## src/rtl/mem_arbiter.sv

```systemverilog
// Shares one req/ack memory port between instruction fetch and load/store, load/store first.
// Optional ack-wait timeout abort is compiled in with MEM_ARB_TIMEOUT_EN.
module mem_arbiter #(
  parameter int unsigned AW      = 32,
  parameter int unsigned DW      = 32,
  parameter int unsigned TIMEOUT = 255
) (
  input  logic          clk,
  input  logic          rst,
  input  logic          if_req,
  input  logic [AW-1:0] if_addr,
  output logic [DW-1:0] if_rdata,
  output logic          if_valid,
  input  logic          ls_req,
  input  logic          ls_we,
  input  logic [AW-1:0] ls_addr,
  input  logic [DW-1:0] ls_wdata,
  input  logic [2:0]    ls_wstrobe,
  output logic [DW-1:0] ls_rdata,
  output logic          ls_done,
  output logic          mem_req,
  output logic          mem_we,
  output logic [AW-1:0] mem_addr,
  output logic [DW-1:0] mem_wdata,
  output logic [2:0]    mem_wstrobe,
  input  logic          mem_ack,
  input  logic [DW-1:0] mem_rdata,
  output logic          bus_err,
  output logic          stall
);

  typedef enum logic [1:0] {IDLE, IF_BUSY, LS_BUSY, RESP} state_t;

  state_t state;

`ifdef MEM_ARB_TIMEOUT_EN
  localparam int unsigned CW = ($clog2(TIMEOUT + 1) > 8) ? $clog2(TIMEOUT + 1) : 8;
  localparam logic [DW-1:0] NOP_INSN = DW'(32'h0000_0013);

  logic [CW-1:0] wait_cnt;
  logic          timed_out;

  assign timed_out = (wait_cnt == CW'(TIMEOUT));
`else
  assign bus_err = 1'b0;
`endif

  // Held off only until the requester's own completion pulse.
  assign stall = (if_req & ~if_valid) | (ls_req & ~ls_done);

  always_ff @(posedge clk) begin
    if (rst) begin
      state       <= IDLE;
      mem_req     <= 1'b0;
      mem_we      <= 1'b0;
      mem_addr    <= '0;
      mem_wdata   <= '0;
      mem_wstrobe <= 3'b000;
      if_rdata    <= '0;
      ls_rdata    <= '0;
      if_valid    <= 1'b0;
      ls_done     <= 1'b0;
`ifdef MEM_ARB_TIMEOUT_EN
      bus_err     <= 1'b0;
      wait_cnt    <= '0;
`endif
    end else begin
      if_valid <= 1'b0;
      ls_done  <= 1'b0;
`ifdef MEM_ARB_TIMEOUT_EN
      bus_err  <= 1'b0;
`endif
      case (state)
        IDLE: begin
          // Grant edge: the winner's request is frozen into the mem_* registers.
          if (ls_req) begin
            state       <= LS_BUSY;
            mem_req     <= 1'b1;
            mem_we      <= ls_we;
            mem_addr    <= ls_addr;
            mem_wdata   <= ls_wdata;
            mem_wstrobe <= ls_wstrobe;
`ifdef MEM_ARB_TIMEOUT_EN
            wait_cnt    <= '0;
`endif
          end else if (if_req) begin
            state       <= IF_BUSY;
            mem_req     <= 1'b1;
            mem_we      <= 1'b0;
            mem_addr    <= if_addr;
            mem_wdata   <= '0;
            mem_wstrobe <= 3'b000;
`ifdef MEM_ARB_TIMEOUT_EN
            wait_cnt    <= '0;
`endif
          end
        end
        IF_BUSY, LS_BUSY: begin
          if (mem_ack) begin
            mem_req <= 1'b0;
            state   <= RESP;
            if (state == IF_BUSY) begin
              if_rdata <= mem_rdata;
              if_valid <= 1'b1;
            end else begin
              if (!mem_we) ls_rdata <= mem_rdata;
              ls_done <= 1'b1;
            end
`ifdef MEM_ARB_TIMEOUT_EN
          end else if (timed_out) begin
            // Abort: fetch sees a NOP, load sees zero, store leaves ls_rdata alone.
            mem_req <= 1'b0;
            state   <= RESP;
            bus_err <= 1'b1;
            if (state == IF_BUSY) begin
              if_rdata <= NOP_INSN;
              if_valid <= 1'b1;
            end else begin
              if (!mem_we) ls_rdata <= '0;
              ls_done <= 1'b1;
            end
          end else begin
            wait_cnt <= wait_cnt + CW'(1);
`endif
          end
        end
        RESP:    state <= IDLE;
        default: state <= IDLE;
      endcase
    end
  end

endmodule
```

## config.mk

```make
export PLATFORM = sky130hd
export DESIGN_NAME = mem_arbiter
export DESIGN_NICKNAME = d
export VERILOG_FILES = /design/src/rtl/mem_arbiter.sv
export SDC_FILE = /design/constraint.sdc
export NUM_CORES = 1
export LEC_CHECK = 0
export CAP_MARGIN = 20
export CORE_ASPECT_RATIO = 1.4
export CORE_MARGIN = 5
export CORE_UTILIZATION = 43
export CTS_CLUSTER_SIZE = 8
export DETAILED_ROUTE_END_ITERATION = 8
export PLACE_DENSITY = 0.86
export SYNTH_ARGS = -nofsm -noshare
export SYNTH_HDL_FRONTEND = slang
export SYNTH_SLANG_ARGS = --single-unit
```

## constraint.sdc

```tcl
create_clock -name clk -period 2.3 [get_ports clk]
set_input_delay 0.345 -clock clk [delete_from_list [all_inputs] [get_ports clk]]
set_output_delay 0.345 -clock clk [all_outputs]
set_load 0.03 [all_outputs]
```

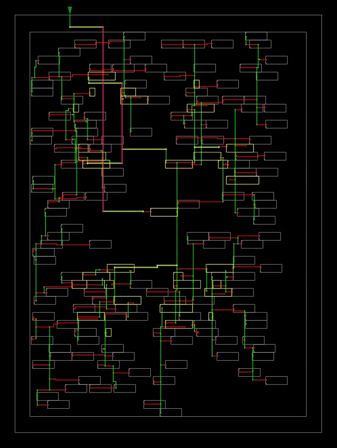
run_1/final_clocks.png
CTS Sinks: 137
clock network power: 0.00264 W
Worst Clk Skew: 0.00934 ns
clock buffer count from CTS: 17

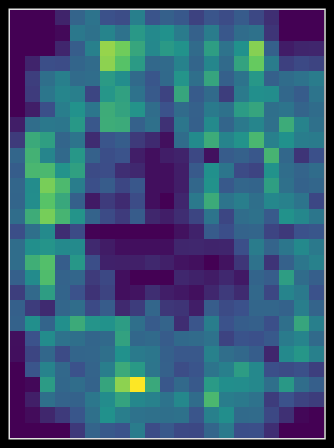
run_1/wire_density.png
21 x 28 tiles, from dark purple (low) to yellow (high), scaled to the fullest tile. Values are wire area over tile area, all layers added.
emptiest ninth of the die: centre
mean over tiles: 0.19
nearly empty tiles: 7.3%
final WL: 17.4 mm
WL per Instance: 17.5 µm
DR vias: 5151
Total Routing Usage GR: 22.8%

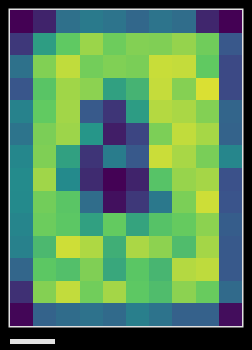
run_1/density.png
Scale bar: 20 µm. 10 x 14 tiles, from dark purple (low) to yellow (high), 0 to 100% covered.
nearly empty tiles: 2.9%
tiles over 75% full: 41%
mean over tiles: 57%
emptiest ninth of the die: centre
fullest tile: 94%
core area: 12300 µm²
Starting Density: 43.5%

==> impl_metrics.json, run 1 <==
{
  "start_kind": "flip-flop",
  "p_int_w": 0.00636,
  "min_path_cells": 2,
  "area_growth_pct": 61.7,
  "grt_setup_unrepaired": "false",
  "regArea_um2": 2740,
  "logic_area_um2": 2240,
  "hold_path_end": "ls_rdata[26]$_SDFFE_PP0P_",
  "min_period_ns": 1.86,
  "switching_share_pct": 38.4,
  "synthArstFlopShare_pct": 0,
  "root_buffer": "clkbuf_16",
  "finalSetupViolations": 0,
  "die_h_um": 142,
  "area_leaders": "dfxtp_1 51%, nand2_1 9.1%, a211oi_2 6.6%, a21oi_1 6.2%, mux2i_1 6.0%",
  "grt_pass1_wl_mm": 27.3,
  "path_class": "flip-flop to flip-flop",
  "drt_iter0_markers": 146,
  "die_area_um2": 14800,
  "gp_congestion": 0.780,
  "synth_top_area_share_pct": 51.4,
  "worstSetupStartpoint": "state[0]$_SDFFE_PP0P_",
  "syn_area_um2": 5330,
  "p_leak_nw": 3.20,
  "synth_area_per_cell_um2": 9.21,
  "n_antenna_cell": 0,
  "worst-slew-pin-transition_ns": 0.731,
  "ys_cells": 579,
  "edf_count": 0,
  "drc": 0,
  "final_core_util_pct": 70.4,
  "hold_start": "ls_rdata[26]$_SDFFE_PP0P_",
  "yosysUniqueCellTypes": 31,
  "ir_drop_v": 0.000772,
  "outcome": "complete, no violations",
  "grt_max_degree": 65,
  "regToRegEndpoint": "mem_wdata[21]$_SDFFE_PP0P_",
  "path_clk_slew_ns": 0.06,
  "nets": 970,
  "rows": 48,
  "cts_hold_buffers": 0,
  "first_pass_iters": 7,
  "nFillCells": 928,
  "max_slew_margin_pct": 51.3,
  "synth_seq_share_pct": 51.4,
  "netlist.top_cell.by_area": "dfxtp_1",
  "layout-drive-gt1-share_pct": 9.13,
  "dp_hpwl_mm": 13.0,
  "crit_path_end": "mem_wdata[21]$_SDFFE_PP0P_"
}
-- run 1: cell type report --
class	count	area share (%)
Timing Repair Buffer	283	33.2
Sequential cell	137	31.8
Multi-Input combinational cell	388	25.9
Clock buffer	20	5.29
Tap cell	150	2.18
Clock inverter	11	1.42
Inverter	4	0.174
-- run 1: cells by family after synthesis --
group	share of synthesized area (%)
buffers and inverters	6.66
other	0.0703
multiplexers	6.01
flip-flops	51.4
AND-OR/OR-AND	19.6
adder cells (fa/ha/maj)	0.469
AND/OR/NAND/NOR	15.8
-- run 1: power by group through the flow --
stage	logic, W	registers [W]	clock network, W
CTS	0.00452	0.00321	0.00270
global placement	0.00431	0.00321	0
global route	0.00479	0.00327	0.00281
finish	0.00447	0.00321	0.00264
floorplan	0.00194	0.00424	0
detailed placement	0.00449	0.00325	0
-- run 1: per-layer routing --
| layer | vias up | track usage (%) | routed length, µm |
|---|---|---|---|
| met2 | 221 | 41.3 | 9400 |
| li1 | 2466 | - | - |
| met1 | 2416 | 23.2 | 6130 |
| met5 | - | 0 | 0 |
| met3 | 48 | 7.92 | 1240 |
| met4 | 0 | 11.5 | 629 |
-- run 1: cell usage after synthesis (all sizes together), types with 2 or more instances --
library cell	instances
a21oi	68
inv	4
a211oi	32
buf	35
nand2b	4
nor2	68
nor3	3
mux2i	32
ha	2
nand2	130
dfxtp	137
a22oi	36
clkbuf	15
and2	2
-- run 1: registers in the layout (all words and copies together) (netlist names) --
register,count
if_valid,1
mem_we,1
mem_addr,32
if_rdata,32
mem_wdata,32
mem_req,1
ls_done,1
state,2
ls_rdata,32
mem_wstrobe,3
-- run 1: layout by cell type (no fill, tap or decap), drive strengths merged --
cell type | netlist | final
nor2 | 68 | 68
and2 | 2 | 2
nor3b | 1 | 1
nor2b | 1 | 1
a21boi | 1 | 1
inv | 4 | 5
buf | 35 | 14
a21oi | 68 | 68
or3b | 1 | 1
a211oi | 32 | 32
clkinv | 0 | 7
o22ai | 1 | 1
dfxtp | 137 | 137
mux2i | 32 | 32
clkbuf | 15 | 20
ha | 2 | 2
conb | 1 | 1
bufinv | 0 | 2
nand4bb | 1 | 1
clkinvlp | 0 | 1
o21a | 1 | 1
clkdlybuf4s50 | 0 | 269
o32ai | 1 | 1
and4bb | 1 | 1
a22oi | 36 | 36
o21ai | 1 | 1
nor3 | 3 | 3
nand2 | 130 | 130
nand2b | 4 | 4
-- run 1: worst max-delay path, stage by stage (launching register included) --
cell and delay, ns:
dfxtp_1 0.33, inv_1 0.06, ha_1 0.31, and2_1 0.66, buf_16 0.23, a22oi_1 0.09, nor2_1 0.11
-- run 1: stage by stage --
step | hold WS (ns) | setup WS, ns | instance area, µm² | std cells
after floorplan | 0.481 | 0.743 | 5330 | 579
after global routing | 0.471 | 0.277 | 8630 | 993
final | 0.456 | 0.435 | 8630 | 993
after global placement | 0.442 | 0.274 | 8020 | 961
after CTS | 0.458 | 0.446 | 8630 | 993
after detailed placement | 0.449 | 0.423 | 8050 | 962
run_1/metal_stack.png
Two of the layers only.
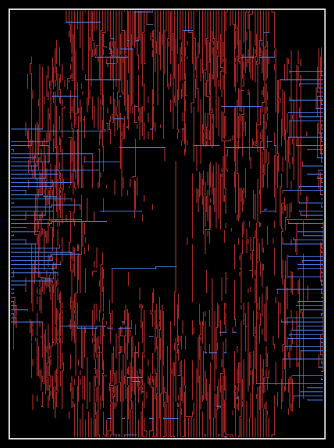

==> run 2: changes to the inputs <==
- CORE_UTILIZATION: 43 -> 40
- PLACE_DENSITY: 0.86 -> 0.81
- clock period: 2.3 -> 1.92 ns (I/O delays scaled with it)
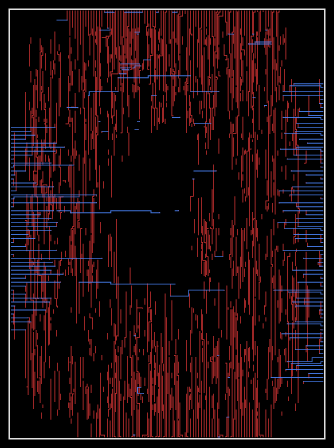
run_2/metal_stack.png
Two of the layers only.
| colour | layer | wire length |
|---|---|---|
| red | met2 | 8640 µm |
| blue | met3 | 1380 µm |
WL per Instance: 16.3 µm
final WL: 16.8 mm
DR vias: 5054
Total Routing Usage GR: 20.9%

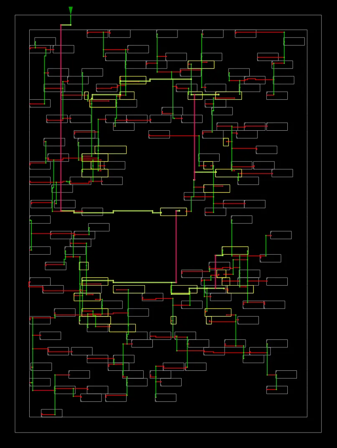
run_2/final_clocks.png
clock network power: 0.00333 W
Worst Clk Skew: 0.00958 ns
flop count: 137

==> run 2 against run 1 <==
Effect of this change: synthesized area did not move; non-clock buffer count rose by 9; synthesized cell count did not move; clock skew barely moved; register-to-register slack got worse by 0.095 ns.
==> impl_metrics.json, run 2 <==
{
  "outcome": "complete, no violations",
  "start_kind": "flip-flop",
  "cp_cell_sequence": "clkdlybuf4s50_1",
  "finalSetupViolations": 0,
  "cp_top_family": "buffers and inverters",
  "netlist.top_cell.by_area": "dfxtp_1",
  "gp_congestion": 0.832,
  "syn_area_um2": 5330,
  "fp_util_pct": 40.2,
  "cts_hold_buffers": 0,
  "critical_path_buf_inv_count": 1,
  "root_buffer": "clkbuf_16",
  "die_area_um2": 15800,
  "dp.cells": 1003,
  "n_antenna_cell": 0,
  "max_slew_margin_pct": 31.9,
  "synth_area_per_cell_um2": 9.21,
  "clkSinkCount": 137,
  "worst-slew-pin-transition_ns": 1.02,
  "ir_drop_v": 0.000827,
  "rows": 50,
  "first_pass_iters": 4,
  "cp_slowest_cell": "clkdlybuf4s50_1",
  "synthArstFlopShare_pct": 0,
  "grt_pass1_wl_mm": 26.1,
  "die_h_um": 147,
  "max_stage_delay_ns": 0.72,
  "area_growth_pct": 64.3,
  "synth_seq_share_pct": 51.4,
  "drc": 0,
  "top_cells_by_count": "137 x dfxtp_1, 130 x nand2_1, 68 x nor2_1",
  "path_clk_slew_ns": 0.06,
  "nFillCells": 1113,
  "synthMostInstantiatedCell": "dfxtp_1",
  "min_period_ns": 1.79,
  "grt_max_degree": 44,
  "edf_count": 0,
  "final_core_util_pct": 66.1,
  "yosysUniqueCellTypes": 31,
  "layout-drive-gt1-share_pct": 10.1,
  "ys_cells": 579,
  "p_leak_nw": 3.25,
  "grt_setup_unrepaired": "false",
  "lay_top_cells": "269 x clkdlybuf4s50_1, 137 x dfxtp_1, 130 x nand2_1"
}
run 2: cell count changes in the layout (fill, tap and decap cells not counted):
cell | previous run | this run
buf_12 | 4 | 6
buf_16 | 1 | 0
buf_4 | 8 | 16
bufinv_16 | 2 | 3
clkinv_2 | 4 | 3
clkinv_4 | 3 | 4
inv_6 | 1 | 0
run 2: kinds of logic after synthesis:
group,after synthesis,synth area share [%]
buffers and inverters,54,6.66
DFF,137,51.4
other,1,0.0703
and+or+nand+nor,212,15.8
adders and majority gates,2,0.469
muxes,32,6.01
AOI/OAI and AO/OA,141,19.6
run 2: final cells by class:
cell class	count	area [µm²]	area share, %
Sequential cell	137	2740	31.3
Clock buffer	20	457	5.21
Clock inverter	11	148	1.68
Inverter	4	15.0	0.171
Tap cell	182	228	2.60
Multi-Input combinational cell	388	2240	25.5
Timing Repair Buffer	292	2940	33.5
run 2: where the power goes:
group | switching (W) | total, W | internal [W]
registers | 0.000325 | 0.00382 | 0.00350
clock network | 0.00122 | 0.00333 | 0.00211
logic | 0.00321 | 0.00542 | 0.00221
run 2: path summary, 6_finish.rpt:
check	startpoint	to	slack, ns	cells after the start
max	mem_we$_SDFFE_PP0P_	mem_we	0.13	1
min	rst	mem_wdata[23]$_SDFFE_PP0P_	0.34	2
max reg2reg	state[1]$_SDFFE_PP0P_	mem_wdata[2]$_SDFFE_PP0P_	0.34	6
min reg2reg	ls_rdata[3]$_SDFFE_PP0P_	ls_rdata[3]$_SDFFE_PP0P_	0.45	2
run 2: through the flow:
stage                     total power [W]  setup WS [ns]  TNS, ns  instance area, µm²  hold WS, ns
after floorplan                   0.00741          0.451        0                5330        0.424
after detailed placement          0.00935        -0.0892    -2.18                8160        0.446
after global routing               0.0132         0.0568        0                8760        0.353
after CTS                          0.0127          0.102        0                8760        0.335
final                              0.0126          0.126        0                8760        0.335
after global placement            0.00923        -0.0432    -1.41                8160        0.441
run 2: per-layer routing:
metal	vias to the layer above	global-route usage, %	share of wire (%)
met2	195	37.2	51
met4	0	8.53	2.7
met5	-	0	0
met1	2331	22.1	38
li1	2497	-	-
met3	31	7.16	8.2
Power and IR drop assume default switching activity.
